[src/rtl/aoc_gf2_pkg.sv]
// Shared types and width helpers for the GF(2) solution enumerator and its sinks.
package aoc_gf2_pkg;

  typedef enum logic [1:0] {
    IDLE,
    ACCUM,
    DRAIN,
    REPORT
  } sink_state_t;

  function automatic int weight_w(input int n);
    return $clog2(n + 1);
  endfunction

endpackage

[src/rtl/gf2_popcount.sv]
// Combinational population count of a GF(2) vector; synthesis folds the sum into an adder tree.
module gf2_popcount
  import aoc_gf2_pkg::*;
#(
  parameter int WIDTH = 8
) (
  input  logic [WIDTH-1:0]           vec,
  output logic [weight_w(WIDTH)-1:0] count
);

  localparam int CW = weight_w(WIDTH);

  always_comb begin
    count = '0;
    for (int i = 0; i < WIDTH; i++) begin
      count = count + CW'(vec[i]);
    end
  end

endmodule

[src/rtl/min_weight_solution_sink.sv]
// Stream sink that keeps the minimum-Hamming-weight solution vector of each packet
// and reports it, with the packet's beat count, on a valid/ready result port.
//
//  state  | meaning
//  IDLE   | waiting for the first beat of a packet, tready high
//  ACCUM  | packet in progress, tracking the running minimum
//  DRAIN  | tlast accepted, waiting for the compare pipeline to retire it
//  REPORT | result_valid high, holding until result_ready
module min_weight_solution_sink
  import aoc_gf2_pkg::*;
#(
  parameter int DATA_WIDTH = 8,
  parameter int VAR_COUNT  = 7,
  parameter int COUNT_W    = 16
) (
  input  logic                          clk,
  input  logic                          rst,
  input  logic                          solution_stream_tvalid,
  input  logic [DATA_WIDTH-1:0]         solution_stream_tdata,
  input  logic                          solution_stream_tlast,
  output logic                          solution_stream_tready,
  output logic                          result_valid,
  input  logic                          result_ready,
  output logic [weight_w(VAR_COUNT)-1:0] result_weight,
  output logic [VAR_COUNT-1:0]          result_vector,
  output logic [COUNT_W-1:0]            result_count,
  output logic                          busy
);

  localparam int WW = weight_w(VAR_COUNT);

  sink_state_t state;

  logic                 accept;
  logic                 unused_tdata;

  logic                 beat_valid;
  logic                 beat_last;
  logic                 beat_first;
  logic [VAR_COUNT-1:0] beat_vec;
  logic [WW-1:0]        beat_wt;

  logic                 s1_valid;
  logic                 s1_last;
  logic                 s1_first;
  logic [VAR_COUNT-1:0] s1_vec;
  logic [WW-1:0]        s1_wt;

  logic                 s2_done;
  logic [VAR_COUNT-1:0] min_vec;
  logic [WW-1:0]        min_wt;
  logic [COUNT_W-1:0]   count_r;

  assign accept       = solution_stream_tvalid && solution_stream_tready;
  // Bits above VAR_COUNT are padding from the enumerator and are deliberately dropped.
  assign unused_tdata = ^solution_stream_tdata;

  gf2_popcount #(.WIDTH(VAR_COUNT)) u_popcount (
    .vec  (beat_vec),
    .count(beat_wt)
  );

  // Accept register, stage 1 (masked vector + popcount), stage 2 (running minimum).
  always_ff @(posedge clk or posedge rst) begin
    if (rst) begin
      beat_valid <= 1'b0;
      beat_last  <= 1'b0;
      beat_first <= 1'b0;
      beat_vec   <= '0;
      s1_valid   <= 1'b0;
      s1_last    <= 1'b0;
      s1_first   <= 1'b0;
      s1_vec     <= '0;
      s1_wt      <= '0;
      s2_done    <= 1'b0;
      min_vec    <= '0;
      min_wt     <= '1;
    end else begin
      beat_valid <= accept;
      if (accept) begin
        beat_vec   <= solution_stream_tdata[VAR_COUNT-1:0];
        beat_last  <= solution_stream_tlast;
        beat_first <= (state == IDLE);
      end
      s1_valid <= beat_valid;
      if (beat_valid) begin
        s1_vec   <= beat_vec;
        s1_wt    <= beat_wt;
        s1_last  <= beat_last;
        s1_first <= beat_first;
      end
      s2_done <= s1_valid && s1_last;
      // Strict compare: a tie keeps the earlier vector.
      if (s1_valid && (s1_first || (s1_wt < min_wt))) begin
        min_wt  <= s1_wt;
        min_vec <= s1_vec;
      end
    end
  end

  always_ff @(posedge clk or posedge rst) begin
    if (rst) begin
      state                  <= IDLE;
      solution_stream_tready <= 1'b0;
      result_valid           <= 1'b0;
      result_weight          <= '1;
      result_vector          <= '0;
      result_count           <= '0;
      busy                   <= 1'b0;
      count_r                <= '0;
    end else begin
      case (state)
        IDLE: begin
          solution_stream_tready <= 1'b1;
          if (accept) begin
            count_r <= COUNT_W'(1);
            busy    <= 1'b1;
            if (solution_stream_tlast) begin
              state                  <= DRAIN;
              solution_stream_tready <= 1'b0;
            end else begin
              state <= ACCUM;
            end
          end
        end
        ACCUM: begin
          if (accept) begin
            if (count_r != {COUNT_W{1'b1}}) count_r <= count_r + COUNT_W'(1);
            if (solution_stream_tlast) begin
              state                  <= DRAIN;
              solution_stream_tready <= 1'b0;
            end
          end
        end
        DRAIN: begin
          if (s2_done) begin
            state         <= REPORT;
            result_valid  <= 1'b1;
            result_weight <= min_wt;
            result_vector <= min_vec;
            result_count  <= count_r;
          end
        end
        REPORT: begin
          if (result_ready) begin
            state                  <= IDLE;
            result_valid           <= 1'b0;
            solution_stream_tready <= 1'b1;
            busy                   <= 1'b0;
          end
        end
        default: begin
          state                  <= IDLE;
          solution_stream_tready <= 1'b0;
          result_valid           <= 1'b0;
          busy                   <= 1'b0;
        end
      endcase
    end
  end

endmodule
[config.mk]
export PLATFORM = sky130hd
export DESIGN_NAME = min_weight_solution_sink
export DESIGN_NICKNAME = d
export VERILOG_FILES = /design/src/rtl/aoc_gf2_pkg.sv /design/src/rtl/gf2_popcount.sv /design/src/rtl/min_weight_solution_sink.sv
export SDC_FILE = /design/constraint.sdc
export NUM_CORES = 1
export LEC_CHECK = 0
export CORE_MARGIN = 4
export CORE_UTILIZATION = 52
export DETAILED_ROUTE_END_ITERATION = 12
export HOLD_SLACK_MARGIN = 0.03
export PLACE_DENSITY = 0.75
export SLEW_MARGIN = 20
export SYNTH_ARGS = -nofsm -noshare
export SYNTH_HDL_FRONTEND = slang
export SYNTH_SLANG_ARGS = --single-unit
[constraint.sdc]
create_clock -name clk -period 8.1 [get_ports clk]
set_input_delay 0.81 -clock clk [delete_from_list [all_inputs] [get_ports clk]]
set_output_delay 0.81 -clock clk [all_outputs]
set_load 0.1 [all_outputs]
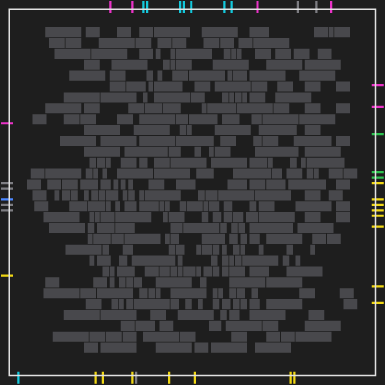
Figure 1: run 1, ports around the boundary.
(4 px per um) Pins as bars across the die edge, other pins in gray.
Key: cyan = `solution_stream_tdata` [pins 8, direction input, edge 7 top, 1 bottom]; blue = `solution_stream_tlast` [pins 1, direction input, edge left]; green = `result_weight` [pins 3, direction output, edge right]; yellow = `result_count` [pins 16, direction output, edge 8 right, 7 bottom, 1 left]; magenta = `result_vector` [pins 7, direction output, edge 4 top, 2 right, 1 left]
Die X-Extent: 91.2 um
number of input and output port buffers inserted: 40
Die Height: 91.2 um

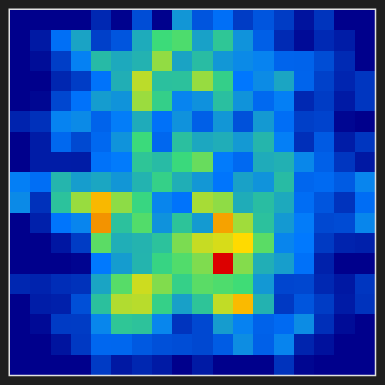
Figure 2: run 1, routed metal per tile.
(4 px per um) 18 x 18 tiles, from dark blue (low) to red (high), scaled to the fullest tile. Values are wire area over tile area, all layers added.
11% of the tiles are over half the peak. The mean over all tiles is 0.12. The densest ninth of the die: center.
vias after detailed routing: 2324
GRT Resource Usage Total: 15.8%
total routed wirelength: 6230 um
Avg WL per Cell: 14.6 um

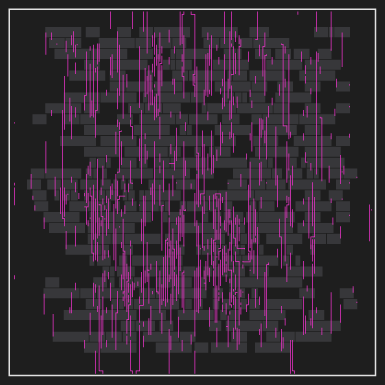
Figure 3: run 1, met2 routing.
(4 px per um) Cells faint in the background.
The layer holds 45% of the routed length. 310 nets have wire on it.
global routing usage on met2: 23.1%

==> out/metrics.json, run 1 <==
{
  "cts.clk_slew.worst_paths": {"value": 0.08, "unit": "ns"},
  "grt_start_max_net_pins": {"value": 82},
  "drt_iter0_markers": {"value": 94},
  "top_level_ports": {"value": 42},
  "dpl.hpwl": {"value": 4180, "unit": "um"},
  "layout_worst_path_cycle_share": {"value": 34.7, "unit": "%"},
  "openroad.warnings": {"value": 31},
  "netlist_top_cells_area": {"value": "sky130_fd_sc_hd__dfrtp_1 52%, sky130_fd_sc_hd__mux2_2 15%, sky130_fd_sc_hd__dfstp_2 4.4%"},
  "fmax": {"value": 355, "unit": "MHz"},
  "fin_hold_ws": {"value": 0.474, "unit": "ns"},
  "synthesis.nets": {"value": 326},
  "area.growth.synth_to_final": {"value": 20.4, "unit": "%"},
  "synth.cells.most_frequent": {"value": "75 x sky130_fd_sc_hd__dfrtp_1, 48 x sky130_fd_sc_hd__mux2_2, 25 x sky130_fd_sc_hd__nand2_1, 20 x sky130_fd_sc_hd__o21ai_0, 19 x sky130_fd_sc_hd__inv_1"},
  "clk_root_buffer_cell": {"value": "sky130_fd_sc_hd__clkbuf_8"},
  "hold-path-endpoint": {"value": "beat_last$_DFFE_PP0P_"},
  "run_status": {"value": "complete, no violations"},
  "timing_max_transition_violations_final": {"value": 0},
  "synth_warnings": {"value": 0},
  "timing.final.hold_violations": {"value": 0},
  "worst_path_max_delay_cell": {"value": "sky130_fd_sc_hd__clkdlybuf4s50_1"},
  "r2r.worst_path.cells": {"value": 8},
  "postSynthSeqShare": {"value": 56.5, "unit": "%"},
  "holdCritStartpoint": {"value": "beat_last$_DFFE_PP0P_"},
  "die-area": {"value": 8320, "unit": "um2"},
  "finalCriticalPeriod": {"value": 2.81, "unit": "ns"},
  "peakVddDrop": {"value": 0.000332, "unit": "V"},
  "critPathTopFamily": {"value": "buffers and inverters"},
  "async_flop_share": {"value": 100, "unit": "%"},
  "path_class": {"value": "register to output port"},
  "number_of_buffers_inserted_during_clock_tree_synthesis": {"value": 9}
}
-- run 1: sequential cells by signal, summed over array words and instances, names as in the netlist, 2 cells and up --
register	cells
s1_vec	7
state	2
result_count	16
s1_wt	3
count_r	16
min_vec	7
beat_vec	7
result_weight	3
min_wt	3
result_vector	7
-- run 1: cell type report --
class	count	area, um2
Fill cell	518	2420
Sequential cell	81	2030
Multi-Input combinational cell	188	1440
Timing Repair Buffer	42	419
Clock inverter	7	143
Clock buffer	9	124
Tap cell	80	100
Inverter	20	75.1
-- run 1: layer usage --
layer  vias up  routed length [um]  global-route usage (%)
met5         -                   0                       0
met4         0                 133                    7.54
met3        10                 220                    3.56
met2        52                2790                    23.1
met1      1132                3090                    22.4
li1       1130                   -                       -
-- run 1: power breakdown --
part | total, mW | switching [mW] | internal, mW | leakage, nW
combinational | 0.773 | 0.486 | 0.287 | 0.794
sequential | 0.628 | 0.0853 | 0.543 | 1.03
clock | 0.384 | 0.147 | 0.236 | 0.133
-- run 1: through the flow --
step / instance area [um2] / util (%) / total power, mW / cells
after global placement: 4060 / 60.1 / 1.39 / 411
after CTS: 4330 / 64.1 / 1.81 / 427
after global routing: 4330 / 64.1 / 1.91 / 427
after detailed placement: 4060 / 60.1 / 1.41 / 411
final: 4330 / 64.1 / 1.78 / 427
after floorplan: 3600 / - / 1.25 / 299
-- run 1: worst register-to-register path, delay by kind of cell, from the launching register on --
family | cells | cell delay (ns)
buffers and inverters | 2 | 0.11
adders and majority gates | 5 | 1.83
DFF | 1 | 0.41
muxes | 1 | 0.27
-- run 1: placed cells by master (no fill, tap or decap), types with 2 or more instances in the layout --
cell type                         count
sky130_fd_sc_hd__nand3_1              9
sky130_fd_sc_hd__a31oi_1              4
sky130_fd_sc_hd__mux2_2              48
sky130_fd_sc_hd__clkinv_4             2
sky130_fd_sc_hd__bufinv_16            4
sky130_fd_sc_hd__fa_1                 3
sky130_fd_sc_hd__dfrtp_1             75
sky130_fd_sc_hd__a21oi_1              6
sky130_fd_sc_hd__clkbuf_8             9
sky130_fd_sc_hd__nor2_1              11
sky130_fd_sc_hd__inv_1               18
sky130_fd_sc_hd__o41ai_1              2
sky130_fd_sc_hd__o21ai_1             11
sky130_fd_sc_hd__and3_1               2
sky130_fd_sc_hd__o31ai_1              7
sky130_fd_sc_hd__nand2b_1             4
sky130_fd_sc_hd__dfstp_2              6
sky130_fd_sc_hd__nand2_1             25
sky130_fd_sc_hd__ha_1                11
sky130_fd_sc_hd__nor3_1               3
sky130_fd_sc_hd__mux2i_1              2
sky130_fd_sc_hd__clkdlybuf4s50_1     40
sky130_fd_sc_hd__and2_1               3
sky130_fd_sc_hd__nand4_1              2
sky130_fd_sc_hd__o21ai_0             20
-- run 1: kinds of logic (layout without fill, tap and decap cells) --
logic type	Yosys count	count (layout)	synth area share, %
AND/OR/NAND/NOR	63	63	8.27
adder cells (fa/ha/maj)	14	14	5.49
AND-OR/OR-AND	60	60	10.4
buffers and inverters	30	78	3.54
multiplexers	50	50	15.6
XOR/XNOR	1	1	0.243
flip-flops	81	81	56.5
Figure 4. Signal wires on met3 (run 1).
(4 px per um) Cells faint in the background.
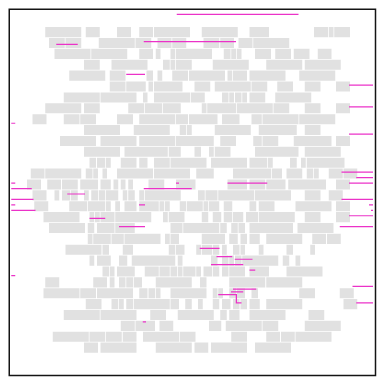

==> run 1 -> run 2 <==
--- a/config.mk
+++ b/config.mk
@@ -6,7 +6,7 @@
 export NUM_CORES = 1
 export LEC_CHECK = 0
 export CORE_MARGIN = 4
-export CORE_UTILIZATION = 52
+export CORE_UTILIZATION = 50
 export DETAILED_ROUTE_END_ITERATION = 12
 export HOLD_SLACK_MARGIN = 0.03
 export PLACE_DENSITY = 0.75
==> constraint.sdc (replaced) <==
create_clock -name clk -period 2.5 [get_ports clk]
set_input_delay 0.25 -clock clk [delete_from_list [all_inputs] [get_ports clk]]
set_output_delay 0.25 -clock clk [all_outputs]
set_load 0.1 [all_outputs]
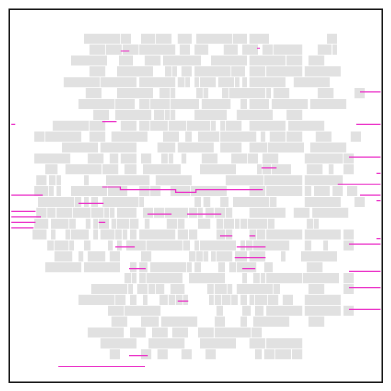
Figure 5: run 2, signal wires on met3.
(4 px per um) Cells faint in the background.
The longest straight run is 21.4 um. The layer holds 3.5% of the routed length. The layer carries 228 um of wire.
total routed wirelength: 6520 um
vias after detailed routing: 2400
met3 Track Usage GR: 2.92%

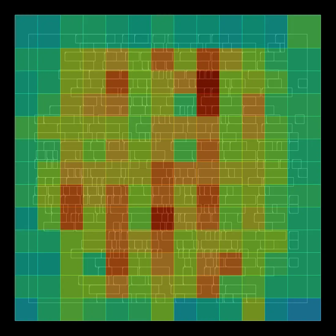
Figure 6: run 2, congestion heat map.
GRT Resource Usage Total: 16.5%
global routing usage on met2: 24.8%

==> out/metrics.json, run 2 <==
{
  "timing_max_transition_violations_final": {"value": 0, "change": "unchanged"},
  "run_status": {"value": "complete, but fails checks"},
  "die-area": {"value": 8620, "unit": "um2", "change": "+3.7%"},
  "fin_hold_ws": {"value": 0.210, "unit": "ns", "change": "-0.264 ns"},
  "r2r.worst_path.cells": {"value": 8, "change": "unchanged"},
  "cts.clk_slew.worst_paths": {"value": 0.08, "unit": "ns", "change": "about the same"},
  "fp.coreArea": {"value": 6910, "unit": "um2"},
  "routabilityCongestion": {"value": 0.824},
  "synthesis.nets": {"value": 326, "change": "unchanged"},
  "number_of_cells_in_the_finished_layout_apart_from_fillers": {"value": 453, "change": "+6.1%"},
  "sequential_cell_area": {"value": 2030, "unit": "um2", "change": "unchanged"},
  "postSynthSeqShare": {"value": 56.5, "unit": "%", "change": "unchanged"},
  "grt_start_max_net_pins": {"value": 37, "change": "-55%"},
  "synth_warnings": {"value": 0, "change": "unchanged"},
  "synth_cell_types": {"value": 41},
  "clk_root_buffer_cell": {"value": "sky130_fd_sc_hd__clkbuf_8"},
  "number_of_buffers_inserted_during_clock_tree_synthesis": {"value": 9, "change": "unchanged"},
  "finalCoreUtilization": {"value": 62.5, "unit": "%", "change": "-1.6 points"},
  "die_x_extent": {"value": 92.9, "unit": "um", "change": "+1.8%"},
  "layout_worst_path_cycle_share": {"value": 106, "unit": "%"},
  "final.fill_count": {"value": 569, "change": "+9.8%"},
  "design_power_total": {"value": 5.68, "unit": "mW", "change": "+220%"},
  "grt_antenna_before_repair": {"value": 0},
  "reg_top3": {"value": "count_r: 16 flops, result_count: 16 flops"},
  "layout_top_cell": {"value": "sky130_fd_sc_hd__dfrtp_1"},
  "wire_per_inst": {"value": 14.4, "unit": "um", "change": "-1.3%"},
  "layout_top_cells_excl_fill_tap": {"value": "75 x sky130_fd_sc_hd__dfrtp_1, 47 x sky130_fd_sc_hd__mux2_2, 40 x sky130_fd_sc_hd__buf_4"},
  "fin_ws": {"value": -0.139, "unit": "ns"},
  "violations": {"value": "setup timing"},
  "grt_pass1_vias": {"value": 2332},
  "die_h": {"value": 92.9, "unit": "um", "change": "+1.8%"},
  "openroad.warnings": {"value": 34, "change": "+9.7%"},
  "port-buffer-count": {"value": 40, "change": "unchanged"},
  "drt_iter0_markers": {"value": 137, "change": "+46%"},
  "multi_input_comb_area": {"value": 1460, "unit": "um2", "change": "+1.1%"},
  "placed_cell_count": {"value": 435, "change": "+5.8%"},
  "dpl.hpwl": {"value": 4560, "unit": "um", "change": "+9.2%"},
  "netlist_top_cells_area": {"value": "sky130_fd_sc_hd__dfrtp_1 52%, sky130_fd_sc_hd__mux2_2 15%, sky130_fd_sc_hd__dfstp_2 4.4%"},
  "fmax": {"value": 379, "unit": "MHz"},
  "total_of_endpoints_with_negative_setup_slack_in_the_final_report": {"value": 2},
  "peakVddDrop": {"value": 0.000810, "unit": "V", "change": "+140%"},
  "finalCriticalPeriod": {"value": 2.64, "unit": "ns"},
  "area.growth.synth_to_final": {"value": 19.9, "unit": "%"},
  "synth.cells.most_frequent": {"value": "75 x sky130_fd_sc_hd__dfrtp_1, 48 x sky130_fd_sc_hd__mux2_2, 25 x sky130_fd_sc_hd__nand2_1, 20 x sky130_fd_sc_hd__o21ai_0, 19 x sky130_fd_sc_hd__inv_1"}
}
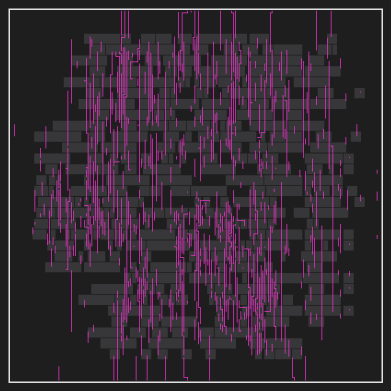
Figure 7: run 2, met2 routing.
(4 px per um) Cells faint in the background.
The layer holds 47% of the routed length. The wires run mostly vertical.

[run 2: netlist changes by cell type in the layout (fill, tap and decap cells not counted), sizes merged]
cell	previous run	this run
clkinv	4	3
bufinv	4	1
buf	2	41
clkbuf	9	12
inv	19	20
clkdlybuf4s50	40	11
[run 2: how the worst min path moves through the flow]
stage / slack [ns] / cells after the start / startpoint / endpoint
after floorplan: 0.37 / 2 / solution_stream_tdata[2] / beat_vec[2]$_DFFE_PP0P_
after global placement: 0.46 / 2 / beat_last$_DFFE_PP0P_ / beat_last$_DFFE_PP0P_
after detailed placement: 0.47 / 2 / result_weight[2]$_DFFE_PP1P_ / result_weight[2]$_DFFE_PP1P_
after CTS: 0.21 / 2 / rst / min_vec[3]$_DFFE_PP0P_
after global routing: 0.23 / 2 / rst / min_vec[3]$_DFFE_PP0P_
final: 0.21 / 2 / rst / min_vec[3]$_DFFE_PP0P_
[run 2: what timing repair did]
action                                  CTS  global route
setup buffers                             0             2
endpoints found under the setup margin    2             2
resized                                   1             2
pin swaps                                 2             1
endpoints found under the hold margin     0             0
[run 2: where the power goes]
part	internal, mW	total, mW	switching (mW)
Combinational	1.03	2.67	1.64
Clock	0.517	0.972	0.455
Sequential	1.76	2.03	0.274
Total	3.30	5.68	2.37
[run 2: cell type report]
cell class | count | share of cell area (%)
tap | 96 | 2.78
clock inverter | 4 | 1.13
inverter | 20 | 1.74
multi-input combinational | 188 | 33.7
timing repair buffer | 52 | 9.97
clock buffer | 12 | 3.59
sequential | 81 | 47.1
[run 2: routing by layer]
metal / routed length (um) / global-route usage [%] / vias to the layer above
met5: 0 / 0 / -
met4: 105 / 8.06 / 0
met3: 227 / 2.92 / 9
met2: 3070 / 24.8 / 49
met1: 3110 / 23.1 / 1194
li1: - / - / 1148
[run 2: metrics by stage]
| stage | setup slack [ns] | TNS, ns | cell area [um2] |
|---|---|---|---|
| floorplan | -0.0835 | -0.0835 | 3600 |
| global placement | -0.112 | -0.145 | 4090 |
| detailed placement | -0.157 | -0.234 | 4090 |
| CTS | -0.157 | -0.235 | 4290 |
| global route | -0.213 | -0.347 | 4320 |
| finish | -0.139 | -0.184 | 4320 |
[run 2: kinds of logic (layout without fill, tap and decap cells)]
kind of cell | Yosys count | after routing | share of synthesized area, %
compound gates | 60 | 60 | 10.4
xor+xnor | 1 | 1 | 0.243
fa+ha+maj | 14 | 14 | 5.49
buf+inv | 30 | 88 | 3.54
flops | 81 | 81 | 56.5
mux | 50 | 50 | 15.6
simple gates | 63 | 63 | 8.27
[run 2: critical path, stage by stage, from the launching register on]
cell	delay (ns)
sky130_fd_sc_hd__dfrtp_1	0.39
sky130_fd_sc_hd__ha_1	0.29
sky130_fd_sc_hd__inv_1	0.07
sky130_fd_sc_hd__fa_1	0.42
sky130_fd_sc_hd__fa_1	0.49
sky130_fd_sc_hd__inv_1	0.04
sky130_fd_sc_hd__ha_2	0.16
sky130_fd_sc_hd__fa_2	0.40
sky130_fd_sc_hd__mux2_4	0.26
Power figures rest on the tool's default switching activity, not on a simulated workload.
